--- config.mk ---
export PLATFORM = sky130hd
export DESIGN_NAME = instr_sequencer
export DESIGN_NICKNAME = d
export VERILOG_FILES = /design/src/rtl/instr_seq_pkg.sv /design/src/rtl/exec_watchdog.sv /design/src/rtl/instr_sequencer.sv
export SDC_FILE = /design/constraint.sdc
export NUM_CORES = 1
export LEC_CHECK = 0
export CORE_ASPECT_RATIO = 1.4
export CORE_UTILIZATION = 40
export DETAILED_ROUTE_END_ITERATION = 6
export PLACE_DENSITY = 0.73
export REMOVE_ABC_BUFFERS = 1
export SLEW_MARGIN = 20
export SYNTH_ARGS = -nofsm -noshare
export SYNTH_HDL_FRONTEND = slang
export SYNTH_SLANG_ARGS = --single-unit
export TNS_END_PERCENT = 30
--- constraint.sdc ---
create_clock -name clk -period 2 [get_ports clk]
set_input_delay 0.4 -clock clk [delete_from_list [all_inputs] [get_ports clk]]
set_output_delay 0.4 -clock clk [all_outputs]
set_load 0.01 [all_outputs]
--- src/rtl/instr_seq_pkg.sv ---
// Shared constants for the instruction sequencer: opcode map, executor unit
// indices, FSM state encoding, instruction field positions and the opcode decoder.
package instr_seq_pkg;

  localparam int unsigned OPC_MSB = 15;
  localparam int unsigned OPC_LSB = 12;
  localparam int unsigned DST_MSB = 11;
  localparam int unsigned DST_LSB = 9;
  localparam int unsigned SRC_MSB = 8;
  localparam int unsigned SRC_LSB = 0;

  localparam logic [3:0] OP_NOP  = 4'h0;
  localparam logic [3:0] OP_MOV  = 4'h1;
  localparam logic [3:0] OP_ADD  = 4'h2;
  localparam logic [3:0] OP_SUB  = 4'h3;
  localparam logic [3:0] OP_MOVI = 4'h7;
  localparam logic [3:0] OP_HALT = 4'hF;

  localparam logic [1:0] U_MOVI = 2'd0;
  localparam logic [1:0] U_MOV  = 2'd1;
  localparam logic [1:0] U_ADD  = 2'd2;
  localparam logic [1:0] U_SUB  = 2'd3;

  localparam logic [2:0] FETCH  = 3'd0;
  localparam logic [2:0] DECODE = 3'd1;
  localparam logic [2:0] EXEC   = 3'd2;
  localparam logic [2:0] WAIT   = 3'd3;
  localparam logic [2:0] RETIRE = 3'd4;
  localparam logic [2:0] HALTED = 3'd5;

  typedef enum logic [1:0] {
    DecExec,
    DecNop,
    DecHalt,
    DecIllegal
  } dec_kind_e;

  typedef struct packed {
    dec_kind_e  kind;
    logic [1:0] unit;
  } dec_t;

  function automatic dec_t decode_op(input logic [3:0] op);
    dec_t d;
    d.kind = DecIllegal;
    d.unit = U_MOVI;
    case (op)
      OP_MOVI: begin
        d.kind = DecExec;
        d.unit = U_MOVI;
      end
      OP_MOV: begin
        d.kind = DecExec;
        d.unit = U_MOV;
      end
      OP_ADD: begin
        d.kind = DecExec;
        d.unit = U_ADD;
      end
      OP_SUB: begin
        d.kind = DecExec;
        d.unit = U_SUB;
      end
      OP_NOP:  d.kind = DecNop;
      OP_HALT: d.kind = DecHalt;
      default: d.kind = DecIllegal;
    endcase
    return d;
  endfunction

endpackage

--- src/rtl/exec_watchdog.sv ---
// Clear/enable cycle counter guarding executor completion; expired marks the
// enabled cycle in which the count reaches TIMEOUT_CYCLES.
module exec_watchdog #(
  parameter int unsigned TIMEOUT_CYCLES = 16
) (
  input  logic clk,
  input  logic rst,
  input  logic clr,
  input  logic en,
  output logic expired
);

  localparam int unsigned   CW    = $clog2(TIMEOUT_CYCLES + 1);
  localparam logic [CW-1:0] LIMIT = CW'(TIMEOUT_CYCLES);

  logic [CW-1:0] count_q, count_d;

  // Saturates at LIMIT so a stalled enable can never wrap back to zero.
  always_comb begin
    count_d = count_q;
    if (clr) begin
      count_d = '0;
    end else if (en && (count_q != LIMIT)) begin
      count_d = count_q + CW'(1);
    end
  end

  // Looks at the post-increment value so the FSM can leave on the last allowed cycle.
  assign expired = en && !clr && (count_d == LIMIT);

  always_ff @(posedge clk or negedge rst) begin
    if (!rst) begin
      count_q <= '0;
    end else begin
      count_q <= count_d;
    end
  end

endmodule

--- src/rtl/instr_sequencer.sv ---
// Top-level control FSM: fetch, decode, dispatch to one executor with a start
// pulse, wait for its done under a watchdog, then retire with a PC increment.
module instr_sequencer
  import instr_seq_pkg::*;
#(
  parameter int unsigned NUM_UNITS      = 4,
  parameter int unsigned TIMEOUT_CYCLES = 16,
  parameter int unsigned IW             = 16
) (
  input  logic                 clk,
  input  logic                 rst,
  input  logic                 instr_valid,
  input  logic [IW-1:0]        instr_data,
  output logic                 instr_ready,
  output logic [IW-1:0]        ir_out,
  output logic [NUM_UNITS-1:0] exec_start,
  input  logic [NUM_UNITS-1:0] exec_done,
  output logic                 PC_inc,
  output logic                 busy,
  output logic                 halted,
  output logic                 illegal,
  output logic                 timeout_err
);

  logic [2:0]           state_q, state_d;
  logic [IW-1:0]        ir_q, ir_d;
  logic [1:0]           unit_q, unit_d;
  logic [NUM_UNITS-1:0] exec_start_q, exec_start_d;
  logic                 pc_inc_q, pc_inc_d;
  logic                 halted_q, halted_d;
  logic                 illegal_q, illegal_d;
  logic                 timeout_q, timeout_d;
  logic                 wd_clr, wd_en, wd_expired;
  dec_t                 dec;

  assign dec = decode_op(ir_q[OPC_MSB:OPC_LSB]);

  exec_watchdog #(
    .TIMEOUT_CYCLES(TIMEOUT_CYCLES)
  ) u_watchdog (
    .clk    (clk),
    .rst    (rst),
    .clr    (wd_clr),
    .en     (wd_en),
    .expired(wd_expired)
  );

  // Pulses are computed one state ahead so they appear registered in EXEC/RETIRE.
  always_comb begin
    state_d      = state_q;
    ir_d         = ir_q;
    unit_d       = unit_q;
    exec_start_d = '0;
    pc_inc_d     = 1'b0;
    halted_d     = halted_q;
    illegal_d    = illegal_q;
    timeout_d    = timeout_q;
    wd_clr       = 1'b0;
    wd_en        = 1'b0;

    case (state_q)
      FETCH: begin
        if (instr_valid) begin
          ir_d    = instr_data;
          state_d = DECODE;
        end
      end
      DECODE: begin
        case (dec.kind)
          DecExec: begin
            unit_d       = dec.unit;
            exec_start_d = NUM_UNITS'(1) << dec.unit;
            state_d      = EXEC;
          end
          DecNop: begin
            pc_inc_d = 1'b1;
            state_d  = RETIRE;
          end
          DecHalt: begin
            halted_d = 1'b1;
            state_d  = HALTED;
          end
          default: begin
            halted_d  = 1'b1;
            illegal_d = 1'b1;
            state_d   = HALTED;
          end
        endcase
      end
      EXEC: begin
        wd_clr  = 1'b1;
        state_d = WAIT;
      end
      WAIT: begin
        wd_en = 1'b1;
        // Done wins over a timeout landing in the same cycle.
        if (exec_done[unit_q]) begin
          pc_inc_d = 1'b1;
          state_d  = RETIRE;
        end else if (wd_expired) begin
          timeout_d = 1'b1;
          halted_d  = 1'b1;
          state_d   = HALTED;
        end
      end
      RETIRE: begin
        state_d = FETCH;
      end
      HALTED: begin
        state_d = HALTED;
      end
      default: begin
        state_d = FETCH;
      end
    endcase
  end

  always_ff @(posedge clk or negedge rst) begin
    if (!rst) begin
      state_q      <= FETCH;
      ir_q         <= '0;
      unit_q       <= U_MOVI;
      exec_start_q <= '0;
      pc_inc_q     <= 1'b0;
      halted_q     <= 1'b0;
      illegal_q    <= 1'b0;
      timeout_q    <= 1'b0;
    end else begin
      state_q      <= state_d;
      ir_q         <= ir_d;
      unit_q       <= unit_d;
      exec_start_q <= exec_start_d;
      pc_inc_q     <= pc_inc_d;
      halted_q     <= halted_d;
      illegal_q    <= illegal_d;
      timeout_q    <= timeout_d;
    end
  end

  assign instr_ready = (state_q == FETCH);
  assign busy        = (state_q != FETCH) && (state_q != HALTED);
  assign ir_out      = ir_q;
  assign exec_start  = exec_start_q;
  assign PC_inc      = pc_inc_q;
  assign halted      = halted_q;
  assign illegal     = illegal_q;
  assign timeout_err = timeout_q;

endmodule

Figure 1. Routing congestion (run 1).
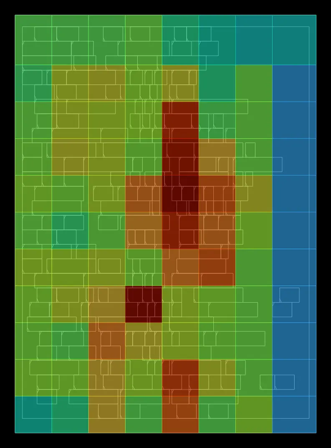
final core occ: 58.3%
global-route met1 utilization: 18.6%

Figure 2. Cells by drive strength (run 1).
(4 px per um)
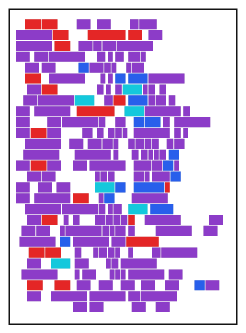
[purple] _0 and _1 cells | cells: 168
[blue] _3 and _4 cells | cells: 15
[red] _2 cells | cells: 21
[cyan] _6 and larger | cells: 6
Buffers, non-clock: 58
Final Cell Area: 2300 um^2
Final WS setup: 0.0322 ns
Layout Area Growth over Synthesis: 38.4%

Figure 3. Logic cells by family (run 1).
(4 px per um)
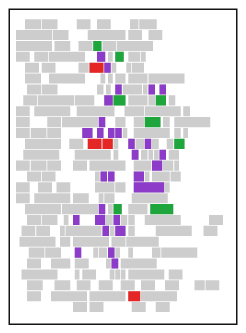
[green] and/or cells | cells: 8
[red] non-inverting ao/oa cells | cells: 4
[purple] aoi and oai cells | cells: 29
Comb/total area: 31.3%
most frequent logic cell in the layout: clkdlybuf4s50_1

==> deck_impl_summary.md, run 1 <==
Implementation Results

Final timing
  • Fmax: roughly 500 MHz
  • Final min period: about 2.0 ns
  • Hold Worst Slack: around 0.48 ns
  • Least-Margin Pin Slew: roughly 0.44 ns
  • RSZ-0062 raised after global routing: true
  • # setup viols final: 0
  • Final Max Slew Viols: 0
  • Max Clock Skew: between 0.01 and 0.015 ns
  • Crit share post-route: 98.4%
  • Slew headroom: 70.5%
  • Fin. Hold Viols: 0

Logic synthesis
  • Post-Synth Simple-Gate Area: approximately 17%
  • Post-Syn Instances: around 150
  • Register area share after synthesis: 51.1%
  • Synth Area in XOR/XNOR: 1.05%
  • Cell variety after synth: 39
  • YS warnings: 0
  • Yosys top cell by area: dfrtp_1
  • Mux contribution to synthesized area: a little over a tenth
  • Top cells by area: dfrtp_1, mux2_2, o21ai_0
  • Ys flops: 34
  • Post-synth EDFFs: 0
  • Top-area cell share: 51.1%
  • Async set-reset flop share out of synthesis: 100%
  • Mapped cell area: around 1700 um^2
  • Dominant comb cell: simple AND/OR/NAND/NOR gates
  • List of most frequent post-synthesis cells: dfrtp_1, nand2_1, mux2_2
  • Adder share: ~1.5%
  • Most used DFF post-synth: dfrtp_1
  • Aoi share: around an eighth
  • Synth top cell by count: dfrtp_1
  • # Cells Yosys: between 150 and 200
  • Yosys Chip Area: 1670 um^2
  • Mean post-synth cell area: around 11 um^2

Floorplan
  • Die Span X: approximately 57 um
  • Core ar.: 3950 um^2
  • Tap Count: 43
  • Init Core Util: 42.1%
  • Die height: roughly 80 um
  • Die Size: between 4000 and 5000 um^2
  • Row cnt: 27
  • Num ports: around 49

Clock tree
  • TritonCTS Sinks: 34
  • # H-tree levels: 2
  • Post-cts sizing count: 3
  • CTS Buf Count: 5
  • Hold_buf cts: 0
  • TritonCTS clock tree: yes
  • Root buffer cell: clkbuf_8
  • Post-CTS setup buffers: 1
  • Worst-path clk slew: roughly 0.07 ns
  • CTS Buffer Depth: 2
  • Skew-Pair Late Insertion Delay: roughly 0.29 ns

Run
  • Tool Warnings: 27
  • Max_cap viols: 0

Setup path
  • CP startpoint: u_watchdog.count_q[1]
  • Worst setup SP type: register
  • CP Class: register to register
  • Slowest-stage cell, CP: or3_4
  • Max incr delay on CP: about 0.41 ns
  • R2R Path Start: u_watchdog.count_q[1]
  • RR Endpoint: state_q[1]
  • R2r setup slk: ~0.032 ns
  • Worst EP required: between 2 and 2.5 ns
  • Worst-path cell chain: inv_1 > ha_1 > and4bb_4 > nand2b_4 > o211ai_4 > or3_4 > o32a_1
  • Arrival time worst endpoint: 2.14 ns
  • R2R depth: 7
  • Worst Path Max Fanout: 4
  • Critical Path End Type: register
  • Critical Path End: state_q[1]

Placed design
  • Hpwl dp: ~2.9 mm
  • GP Congestion: about 0.85
  • Port Buf Inserts: 48

Hold path
  • Hold Path Class: register to register

Final layout
  • Non-clock buffer share: between 20% and 30%
  • Layout Nets: ~230
  • FF+latch area: ~850 um^2
  • Sequential share of cell area: 37.0%
  • Filler cell count: ~330
  • Comb gate area: around 720 um^2
  • Max-area cell class: registers
  • Clock Buffer Count: 7
  • # diodes: 0
  • Flop Count: 34
  • Layout clock area frac: 3.96%
  • Inverters: 7
  • Layout cells sized above 1: approximately a fifth
  • Count of multi-input gates: between 100 and 150

Power and ir drop
  • Maximum VDD drop: 0.000836 V
  • P_leak: 0.977 nW
  • Pwr Density: about 1400 nW/um^2
  • Power Total: between 3 and 4 mW

Routing
  • DR iter-0 viols: 44
  • Highest routed layer: met4
  • Final ANT Viol Nets: 0
  • DR WL met2: 2.05 mm
  • Metal1 wirelength: between 1 and 1.5 mm
  • 1st-pass router iterations: 4
  • Final wirelength: between 3 and 4 mm
  • WL/cell: roughly 15 um
  • Drc violations: 0
  • Met3 WL: roughly 230 um
  • Vias per cell: around 5.4
  • Via count: ~1400

Global routing
  • Largest net degree at the start of global routing: 35
  • Vias in the first global route: 1404
  • First-pass GRT wire length: a little over 6 mm
  • Global-route track usage on met2: 32.4%
  • Met3 usage: 5.77%
  • Total GRT Usage: a little under a fifth
  • Initial antenna violation count: 0
  • Most heavily used metal layer in global routing: met2
  • GRT overflow: 0

Status
  • Outcome: finished, final reports clean
-- run 1: through the flow --
step	cells	setup WS, ns	area, um^2	setup TNS [ns]
finish	253	0.0322	2300	0
floorplan	144	0.0670	1590	0
global route	253	-0.0485	2300	-0.0554
detailed placement	243	-0.00461	2190	-0.00461
global placement	243	0.0750	2190	0
CTS	252	0.0206	2290	0
-- run 1: worst max-delay path, delay by kind of cell, from the launching register on --
family	cells	cell delay, ns
and+or+nand+nor	3	0.84
adders and majority gates	1	0.14
buffers and inverters	1	0.06
DFF	1	0.38
AOI/OAI and AO/OA	2	0.42
-- run 1: placed cells by master (no fill, tap or decap), types with 2 or more instances in the layout --
cell type	instances
o21ai_0	12
clkbuf_8	6
and3_1	2
nand3_1	8
nand2b_1	3
dfrtp_2	2
ha_1	2
dfrtp_1	32
mux2_2	14
a31oi_1	2
nand2_1	16
o21bai_1	2
nor3_1	4
inv_1	6
buf_4	10
nor2_1	7
a21oi_1	8
clkdlybuf4s50_1	47
nand2b_4	2
-- run 1: how the worst min path moves through the flow --
stage             from      end  slack (ns)  depth (start not counted)
6_report       illegal  illegal        0.48                          1
5_1_grt        illegal  illegal        0.48                          1
4_1_cts        illegal  illegal        0.48                          1
3_5_place_dp   illegal  illegal        0.46                          1
3_3_place_gp   illegal  illegal        0.46                          1
2_1_floorplan      rst   PC_inc        0.10                          0
-- run 1: power by group --
group	total [mW]	leakage (nW)	internal, mW	switching [mW]
combinational	1.50	0.514	0.853	0.642
sequential	1.22	0.414	0.948	0.271
clock	0.520	0.0482	0.277	0.242
total	3.23	0.977	2.08	1.16
-- run 1: sequential cells by signal, indices dropped and copies added (netlist names) --
name / flops
PC_inc: 1
exec_start: 4
halted: 1
illegal: 1
ir_out: 16
state_q: 3
timeout_err: 1
u_watchdog.count_q: 5
unit_q: 2
==> run 1 -> run 2 <==
--- a/config.mk
+++ b/config.mk
@@ -8,7 +8,7 @@
 export CORE_ASPECT_RATIO = 1.4
 export CORE_UTILIZATION = 40
 export DETAILED_ROUTE_END_ITERATION = 6
-export PLACE_DENSITY = 0.73
+export PLACE_DENSITY = 0.72
 export REMOVE_ABC_BUFFERS = 1
 export SLEW_MARGIN = 20
 export SYNTH_ARGS = -nofsm -noshare
==> constraint.sdc (replaced) <==
create_clock -name clk -period 2.2 [get_ports clk]
set_input_delay 0.44 -clock clk [delete_from_list [all_inputs] [get_ports clk]]
set_output_delay 0.44 -clock clk [all_outputs]
set_load 0.01 [all_outputs]
Figure 4. Metal 3 (run 2).
(6 px per um)
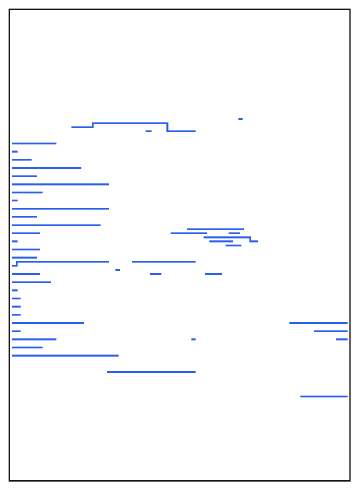
share of all routed wire: 7.8%
nets with wire on the layer: 38
wire length on this layer: 277 um
longest straight run: 17.5 um
via count: 1298
met3 usage: 6.75%

==> deck_impl_summary.md, run 2 <==
Implementation Results

Clock tree
  • Worst-path clk slew: roughly 0.06 ns
  • CTS Buffer Depth: 2
  • # H-tree levels: 2
  • TritonCTS Sinks: 34
  • TritonCTS clock tree: yes
  • Hold_buf cts: 0
  • Skew-Pair Late Insertion Delay: 0.28 ns
  • CTS Buf Count: 5
  • Post-cts sizing count: 0
  • Root buffer cell: clkbuf_8
  • Post-CTS setup buffers: 0

Run
  • Tool Warnings: 26
  • Max_cap viols: 0

Floorplan
  • Die height: 78.3 um
  • Die Size: about 4400 um^2
  • Init Core Util: around 42%
  • Die Span X: between 50 and 60 um
  • Num ports: approximately 50
  • Row cnt: 27
  • Core ar.: 3950 um^2

Power and ir drop
  • Pwr Density: about 1300 nW/um^2
  • Combinational Power Share: ~45%
  • Switching power: roughly 1.0 mW
  • Clock power share: 15.2%
  • Net Sw Frac: around 36%
  • P_leak: ~0.9 nW
  • Sequential share of power: 39.8%
  • Maximum VDD drop: approximately 0.00088 V
  • Power Total: about 2.8 mW
  • Pint: approximately 1.8 mW

Final layout
  • # diodes: 0
  • Largest register FFs: 16
  • Layout Area Growth over Synthesis: 34.2%
  • Most frequent cells in the layout: clkdlybuf4s50_1, dfrtp_1, nand2_1
  • Layout cells sized above 1: around 16%
  • Layout Nets: 227
  • Final Cell Area: 2230 um^2
  • Most frequent logic cell in the layout: clkdlybuf4s50_1

Hold path
  • Hold path depth: 1
  • Hold Crit Start: illegal
  • Min-Delay Endpoint: illegal
  • Hold Path Class: register to register

Global routing
  • Total GRT Usage: 18.3%
  • GRT overflow: 0
  • First-pass GRT wire length: around 6.2 mm
  • Vias in the first global route: between 1000 and 1500
  • Initial antenna violation count: 0
  • Largest net degree at the start of global routing: 35

Logic synthesis
  • Post-Syn Instances: about 150
  • Adder share: ~1.5%
  • Post-synth EDFFs: 0
  • Post-Synth Simple-Gate Area: 16.9%
  • Top-area cell share: roughly 51%
  • Most used DFF post-synth: dfrtp_1
  • Mean post-synth cell area: 10.9 um^2
  • Top cells by area: dfrtp_1, mux2_2, o21ai_0
  • Dominant comb cell: simple AND/OR/NAND/NOR gates
  • Yosys Chip Area: 1670 um^2
  • Cell variety after synth: 39
  • Register area share after synthesis: roughly half
  • Mux contribution to synthesized area: 10.8%
  • YS warnings: 0
  • # Cells Yosys: 153
  • Synth top cell by count: dfrtp_1
  • Mapped cell area: 1670 um^2
  • Yosys top cell by area: dfrtp_1
  • Ys flops: 34
  • List of most frequent post-synthesis cells: dfrtp_1, nand2_1, mux2_2
  • Async set-reset flop share out of synthesis: 100%
  • Aoi share: roughly an eighth
  • Synth Area in XOR/XNOR: ~1.1%

Placed design
  • GP Congestion: ~0.8
  • Port Buf Inserts: approximately 48
  • Placed inst area: around 2200 um^2
  • Hpwl dp: 2.73 mm

Final timing
  • Slew headroom: 68.5%
  • Final Max Slew Viols: 0
  • TNS Setup: 0 ns
  • Max Clock Skew: 0.00371 ns
  • Fin. Hold Viols: 0
  • Least-Margin Pin Slew: around 0.47 ns
  • RSZ-0062 raised after global routing: false
  • Fmax: between 400 and 500 MHz
  • Crit share post-route: 94.4%
  • Final min period: about 2.1 ns
  • # setup viols final: 0

Setup path
  • Critical Path End Type: output port
  • Slowest-stage cell, CP: clkdlybuf4s50_1
  • Worst-path cell chain: nor3_1 > clkdlybuf4s50_1
  • Worst EP required: around 1.8 ns
  • RR Endpoint: state_q[1]
  • R2r setup slk: 0.12 ns
  • R2R depth: 7
  • R2R Path Start: u_watchdog.count_q[0]
  • WP buf/inv: 1
  • Worst setup SP type: register
  • CP Class: register to output port
  • Worst Path Max Fanout: 12
  • Arrival time worst endpoint: 1.64 ns
  • CP top delay family: buffers and inverters
  • Max incr delay on CP: about 0.57 ns

Routing
  • 1st-pass router iterations: 4
  • Final ANT Viol Nets: 0
  • WL/cell: 14.6 um
  • Drc violations: 0
  • Vias per cell: between 5 and 6
  • Final wirelength: 3.57 mm
  • DR iter-0 viols: 35

Status
  • Outcome: finished, final reports clean
-- run 2: cell types whose count changed in the layout (fill, tap and decap cells not counted) --
cell	previous run	this run
clkbuf_1	1	2
nor4_1	1	0
clkinv_2	1	0
buf_4	10	3
dfrtp_2	2	1
nor3_2	1	0
clkbuf_8	6	5
nor4_2	0	1
nor3_1	4	5
clkdlybuf4s50_1	47	48
dlymetal6s2s_1	1	0
dfrtp_1	32	33
-- run 2: metal layers --
metal,vias up,track usage [%],share of wire (%)
met3,12,6.75,7.8
met1,604,18.3,37
met4,0,8.54,2.9
li1,630,-,-
met5,-,0,0
met2,52,33.1,52
-- run 2: final cells by class --
cell class | instances | area [um^2]
fill | 342 | 1720
sequential | 34 | 852
multi-input combinational | 103 | 723
timing repair buffer | 51 | 503
clock buffer | 7 | 76.3
tap | 43 | 53.8
inverter | 7 | 26.3
-- run 2: power by group through the flow --
stage	Clock, mW	Combinational, mW	Sequential, mW
finish	0.427	1.26	1.12
global route	0.464	1.38	1.16
CTS	0.441	1.27	1.12
detailed placement	0	1.27	1.13
global placement	0	1.23	1.11
floorplan	0	0.601	1.15
-- run 2: metrics by stage --
step | setup slack, ns | hold WS, ns | util, % | instances
after floorplan | 0.267 | 0.144 | - | 144
after detailed placement | 0.131 | 0.454 | 54.4 | 238
after global placement | 0.224 | 0.458 | 54.4 | 238
after CTS | 0.0718 | 0.481 | 56.3 | 245
after global routing | 0.0317 | 0.497 | 56.5 | 245
final | 0.124 | 0.476 | 56.5 | 245
-- run 2: worst max-delay path by stage --
stage,cells after the start,startpoint,end
floorplan,7,u_watchdog.count_q[0],state_q[1]
global placement,7,u_watchdog.count_q[0],state_q[1]
detailed placement,7,u_watchdog.count_q[0],state_q[1]
CTS,2,state_q[0],instr_ready
global route,2,state_q[1],instr_ready
finish,2,state_q[1],instr_ready
Power figures rest on the tool's default switching activity, not on a simulated workload.
